Figure 1. M1 wires (run 1).
Supply wires on this layer in gray. Cells faint in the background.
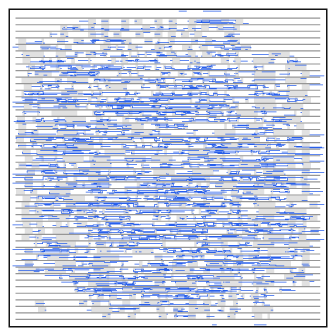
Figure 2. Cell classes on the final placement (run 1).
The bar under the picture is 50 um long.
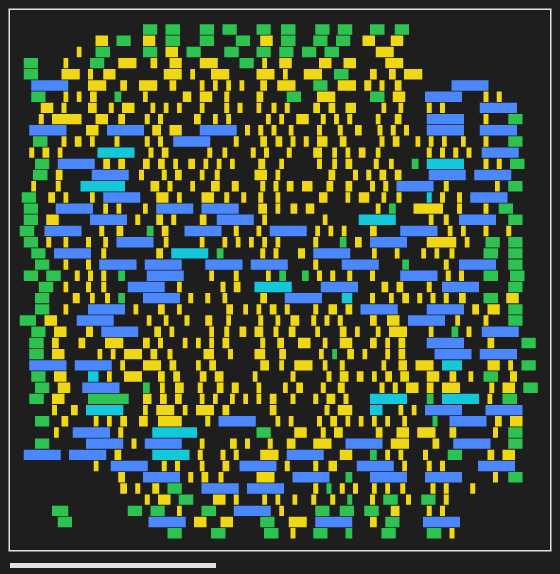
Figure 3. Clock wires, drivers and flops (run 1).
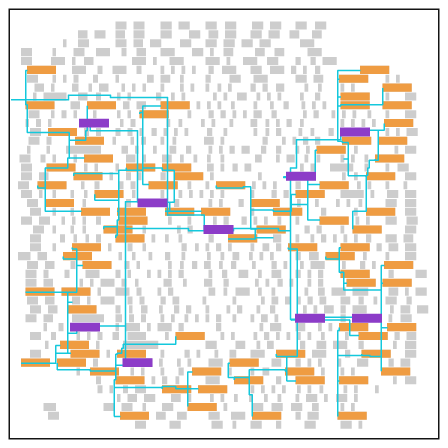
## src/rtl/pipelined_adder.sv

```systemverilog
`default_nettype none
// ============================================================================
//  Module   : pipelined_adder
//  Purpose  : WIDTH-bit add/subtract split into STAGES carry-linked segments,
//             with valid/ready handshake and carry/overflow flags.
//  Revision : 1.0
// ============================================================================
module pipelined_adder #(
  parameter int WIDTH  = 32,
  parameter int STAGES = 2
) (
  input  logic             clk,
  input  logic             rst_n,
  input  logic             in_valid,
  output logic             in_ready,
  input  logic [WIDTH-1:0] a,
  input  logic [WIDTH-1:0] b,
  input  logic             sub,
  output logic             out_valid,
  input  logic             out_ready,
  output logic [WIDTH-1:0] result,
  output logic             carry_out,
  output logic             overflow
);

  localparam int SEG = WIDTH / STAGES;

  logic             w_advance;
  logic [WIDTH-1:0] w_bx;

  assign w_advance = !out_valid || out_ready;
  assign in_ready  = w_advance;
  assign w_bx      = b ^ {WIDTH{sub}};

  for (genvar k = 0; k < STAGES; k++) begin : g_stage
    // Operand bits still to be added on entry to this stage, including its own segment
    localparam int REM = WIDTH - k*SEG;

    logic               w_vld;
    logic               w_cin;
    logic [REM-1:0]     w_a;
    logic [REM-1:0]     w_b;
    logic [SEG:0]       w_sum;
    logic               r_vld;
    logic               r_cy;
    logic [(k+1)*SEG-1:0] r_res;

    assign w_sum = {1'b0, w_a[SEG-1:0]} + {1'b0, w_b[SEG-1:0]} + {{SEG{1'b0}}, w_cin};

    if (k == 0) begin : g_in
      assign w_vld = in_valid;
      assign w_cin = sub;
      assign w_a   = a;
      assign w_b   = w_bx;

      always_ff @(posedge clk or negedge rst_n) begin
        if (!rst_n)         r_res <= '0;
        else if (w_advance) r_res <= w_sum[SEG-1:0];
      end
    end else begin : g_in
      assign w_vld = g_stage[k-1].r_vld;
      assign w_cin = g_stage[k-1].r_cy;
      assign w_a   = g_stage[k-1].g_rem.r_opa;
      assign w_b   = g_stage[k-1].g_rem.r_opb;

      always_ff @(posedge clk or negedge rst_n) begin
        if (!rst_n)         r_res <= '0;
        else if (w_advance) r_res <= {w_sum[SEG-1:0], g_stage[k-1].r_res};
      end
    end

    always_ff @(posedge clk or negedge rst_n) begin
      if (!rst_n) begin
        r_vld <= 1'b0;
        r_cy  <= 1'b0;
      end else if (w_advance) begin
        r_vld <= w_vld;
        r_cy  <= w_sum[SEG];
      end
    end

    if (k < STAGES-1) begin : g_rem
      logic [REM-SEG-1:0] r_opa;
      logic [REM-SEG-1:0] r_opb;

      always_ff @(posedge clk or negedge rst_n) begin
        if (!rst_n) begin
          r_opa <= '0;
          r_opb <= '0;
        end else if (w_advance) begin
          r_opa <= w_a[REM-1:SEG];
          r_opb <= w_b[REM-1:SEG];
        end
      end
    end else begin : g_last
      // The top segment sees the operand sign bits directly, so overflow is resolved here
      logic w_ovf;
      logic r_ovf;

      assign w_ovf = (w_a[REM-1] == w_b[REM-1]) && (w_sum[SEG-1] != w_a[REM-1]);

      always_ff @(posedge clk or negedge rst_n) begin
        if (!rst_n)         r_ovf <= 1'b0;
        else if (w_advance) r_ovf <= w_ovf;
      end
    end
  end

  assign out_valid = g_stage[STAGES-1].r_vld;
  assign result    = g_stage[STAGES-1].r_res;
  assign carry_out = g_stage[STAGES-1].r_cy;
  assign overflow  = g_stage[STAGES-1].g_last.r_ovf;

endmodule
`default_nettype wire

```

## config.mk

```make
export PLATFORM = sky130hd
export DESIGN_NAME = pipelined_adder
export DESIGN_NICKNAME = d
export VERILOG_FILES = /design/src/rtl/pipelined_adder.sv
export SDC_FILE = /design/constraint.sdc
export NUM_CORES = 1
export LEC_CHECK = 0
export ABC_AREA = 1
export CELL_PAD_IN_SITES_DETAIL_PLACEMENT = 2
export CELL_PAD_IN_SITES_GLOBAL_PLACEMENT = 2
export CORE_MARGIN = 2
export CORE_UTILIZATION = 32
export CTS_CLUSTER_DIAMETER = 40
export DETAILED_ROUTE_END_ITERATION = 6
export GPL_TIMING_DRIVEN = 0
export PLACE_DENSITY_LB_ADDON = 0.3
export SLEW_MARGIN = 40
export SYNTH_ARGS = -nofsm -noshare
export SYNTH_HDL_FRONTEND = slang
export SYNTH_SLANG_ARGS = --single-unit
```

## constraint.sdc

```tcl
create_clock -name clk -period 3.2 [get_ports clk]
set_clock_uncertainty 0.15 [all_clocks]
set_input_delay 0.32 -clock clk [delete_from_list [all_inputs] [get_ports clk]]
set_output_delay 0.32 -clock clk [all_outputs]
set_load 0.02 [all_outputs]
```

==> flow_metrics.tcl, run 1 <==
# implementation run metrics
set metrics [dict create \
    nWellTaps 216 \
    comb-power_uw 1930 \
    nClkBuffers 11 \
    synthXorXnorAreaFrac_pct 7.27 \
    powerDensity_nw_per_um2 682 \
    worst_pin_slew_ns 0.633 \
    status "finished clean" \
    timing.rr.end "result[22]" \
    netlist_area_sq_um 5180 \
    hold_path_depth 3 \
    yosys.area.top_type "dfrtp_1" \
    critPathTopFamily "buffers and inverters" \
    drtIter0Drc 199 \
    rsz0062_at_grt "no" \
    ys_ff 85 \
    root_buffer "clkbuf_16" \
    ant_nets 0 \
    mostFrequentLayoutCell "nand2_1" \
    yosys_cells 676 \
    n_all_buffers 127 \
    grt_busiest_layer "met2" \
    power_frac_comb_pct 41.4 \
    r2r_setup_slack_ns 0.72 \
    crit_start "out_ready" \
    fin_cells 1013 \
    timing.hold.ws_ns 0.143 \
    cp-start-kind "input pin" \
    warnings 26 \
    grt_pass1_vias 5678 \
    power.group.top "combinational cells" \
    cp-endpoint "in_ready" \
    simple_gate_share_pct 28.1 \
    cts_resized 0 \
    min-delay-start "sub" \
    top_cells_by_area "dfrtp_1 (41%), nand2_1 (18%), ha_1 (7.2%), xnor2_1 (4.4%), o21ai_0 (4.3%)" \
    reg2reg_from "g_stage[0].r_cy" \
    largestClassByArea "combinational gates" \
    critPathSlowestCell "clkdlybuf4s50_1" \
    peakVddDrop_v 0.000298 \
    total_power_uw 4670 \
    use_met3_pct 3.28 \
    viasPerCell 4.87 \
    met2_usage_pct 38.7 \
    final_nets 894 \
]
-- Figure 1 (at the start) --
nets with wire on the layer: 820
main direction: horizontal
wire length on this layer: 8080 um
longest straight run: 64.4 um
share of all routed wire: 45%
detailed-route via count: 4929
met1 Usage GRT: 27.0%
detailed-route wire length: 17800 um

-- Figure 2 (at the start) --
legend:
  remaining buffers and delay cells:
    color: green
    cells: 127
  registers:
    color: blue
    cells: 85
  remaining logic cells:
    color: yellow
    cells: 569
  clock drivers and dummy loads:
    color: cyan
    cells: 16
flip-flop and latch share of the layout cell area: 31.1%
core area: 15800 sq um
Site Rows: 46
final core utilization: 43.3%
fin area: 6850 sq um

-- Figure 3 (at the start) --
legend:
  flip-flops:
    color: orange
    count: 85
  clock-net drivers:
    color: purple
    count: 9
  clock wires:
    color: cyan
    length: 1240 um
routed clock nets: 10
flops lie: widely spread
Skew-Pair Late Insertion Delay: 0.35 ns
clk pwr: 1150 uW
clock power share: 24.7%

Figure 4. Clock nets (run 1).
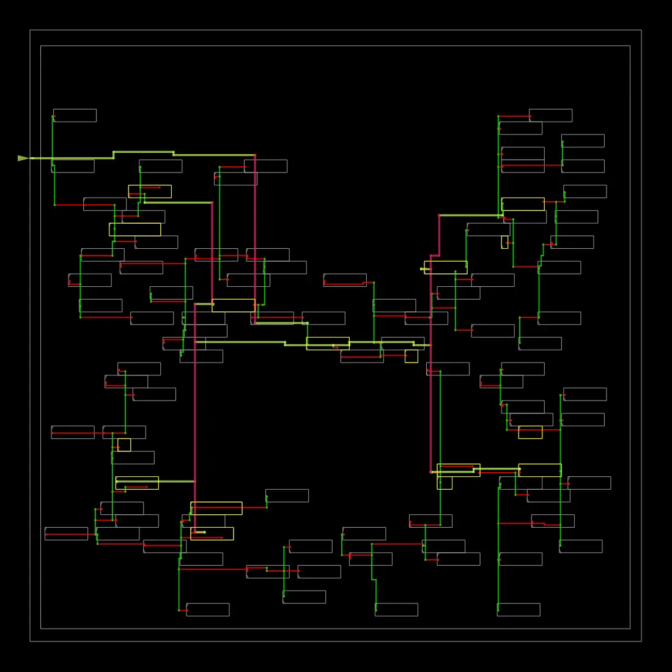

==> run 2, diff against run 1 <==
--- a/config.mk
+++ b/config.mk
@@ -9,7 +9,7 @@
 export CELL_PAD_IN_SITES_DETAIL_PLACEMENT = 2
 export CELL_PAD_IN_SITES_GLOBAL_PLACEMENT = 2
 export CORE_MARGIN = 2
-export CORE_UTILIZATION = 32
+export CORE_UTILIZATION = 27
 export CTS_CLUSTER_DIAMETER = 40
 export DETAILED_ROUTE_END_ITERATION = 6
 export GPL_TIMING_DRIVEN = 0
==> constraint.sdc (replaced) <==
create_clock -name clk -period 2.2 [get_ports clk]
set_clock_uncertainty 0.15 [all_clocks]
set_input_delay 0.22 -clock clk [delete_from_list [all_inputs] [get_ports clk]]
set_output_delay 0.22 -clock clk [all_outputs]
set_load 0.02 [all_outputs]
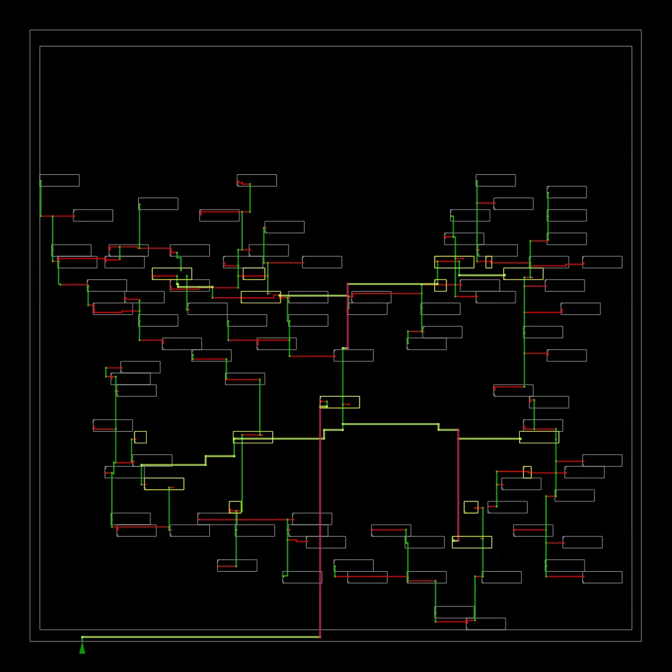
Figure 5: run 2, clock nets.
number of clock buffers in the layout: 11
clk pwr: 1450 uW
number of buffers created by CTS: 9
flop count: 85

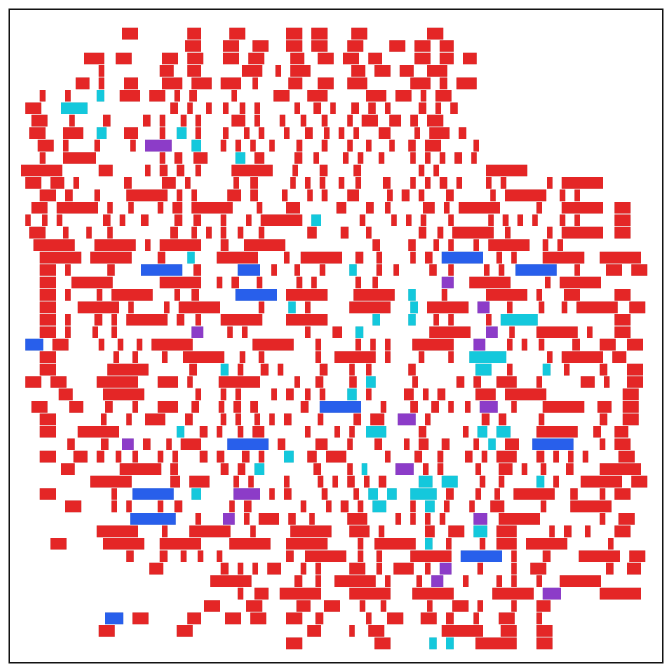
Figure 6: run 2, drive-strength map.
legend:
  x2:
    color: cyan
    cells: 43
    share: 5.4%
  x3 and x4:
    color: purple
    cells: 16
    share: 2.0%
  x6 and larger:
    color: blue
    cells: 13
    share: 1.6%
  x1 and smaller:
    color: red
    cells: 728
    share: 91%
Worst Slack Setup Final: 0.126 ns
fin area: 6920 sq um

==> flow_metrics.tcl, run 2 <==
# implementation run metrics
set metrics [dict create \
    status "finished clean" \
    intPower_uw 3980 \
    n_all_buffers 130 \
    power_frac_comb_pct 43.1 \
    seq_share_pct 30.7 \
    critPathTopFamily "adder cells" \
    warnings 27 \
    clock_power_share_pct 21.9 \
    path_cells "fa_2, fa_2, nand3_2, nand2_4, nand2_4, nand2_4, nand2_2, nand3_1, nand3_1, nand2_1" \
    simple_gate_share_pct 28.1 \
    worst_pin_slew_ns 0.701 \
    met1_usage_pct 24.3 \
    viasPerCell 4.77 \
    cts_resized 10 \
    min-delay-start "sub" \
    edf_count 0 \
    ant_nets 0 \
    fin_crit_sh_pct 94.3 \
    total_power_uw 6620 \
    critPathSlowestCell "dfrtp_1" \
    met2_usage_pct 32.4 \
    r2r_setup_slack_ns 0.13 \
    synthXorXnorAreaFrac_pct 7.27 \
    root_buffer "clkbuf_16" \
    final_nets 897 \
    core_area_sq_um 18800 \
    top_cells_by_area "dfrtp_1 (41%), nand2_1 (18%), ha_1 (7.2%), xnor2_1 (4.4%), o21ai_0 (4.3%)" \
    mostFrequentLayoutCell "nand2_1" \
    reg2reg_from "g_stage[0].g_rem.r_opb[0]" \
    use_met3_pct 3.40 \
    powerDensity_nw_per_um2 956 \
    rsz0062_at_grt "yes" \
    ys_ff 85 \
    power.group.top "combinational cells" \
    largestClassByArea "combinational gates" \
    timing.hold.ws_ns 0.0576 \
    crit_top_cell "nand2_4" \
    yosys.area.top_type "dfrtp_1" \
    crit_start "g_stage[0].g_rem.r_opb[0]" \
    comb-power_uw 2850 \
    grt_busiest_layer "met2" \
    nWellTaps 234 \
    cp-endpoint "result[30]" \
    final_util_pct 36.9 \
    clkLatencyLatePin_ns 0.35 \
    fin_cells 1034 \
    rows 50 \
    yosys_cells 676 \
    ys_sh_adder_pct 8.41 \
    wl_um 17800 \
    drtIter0Drc 193 \
]
No activity file was given, so power comes from the tool's default toggle rates.
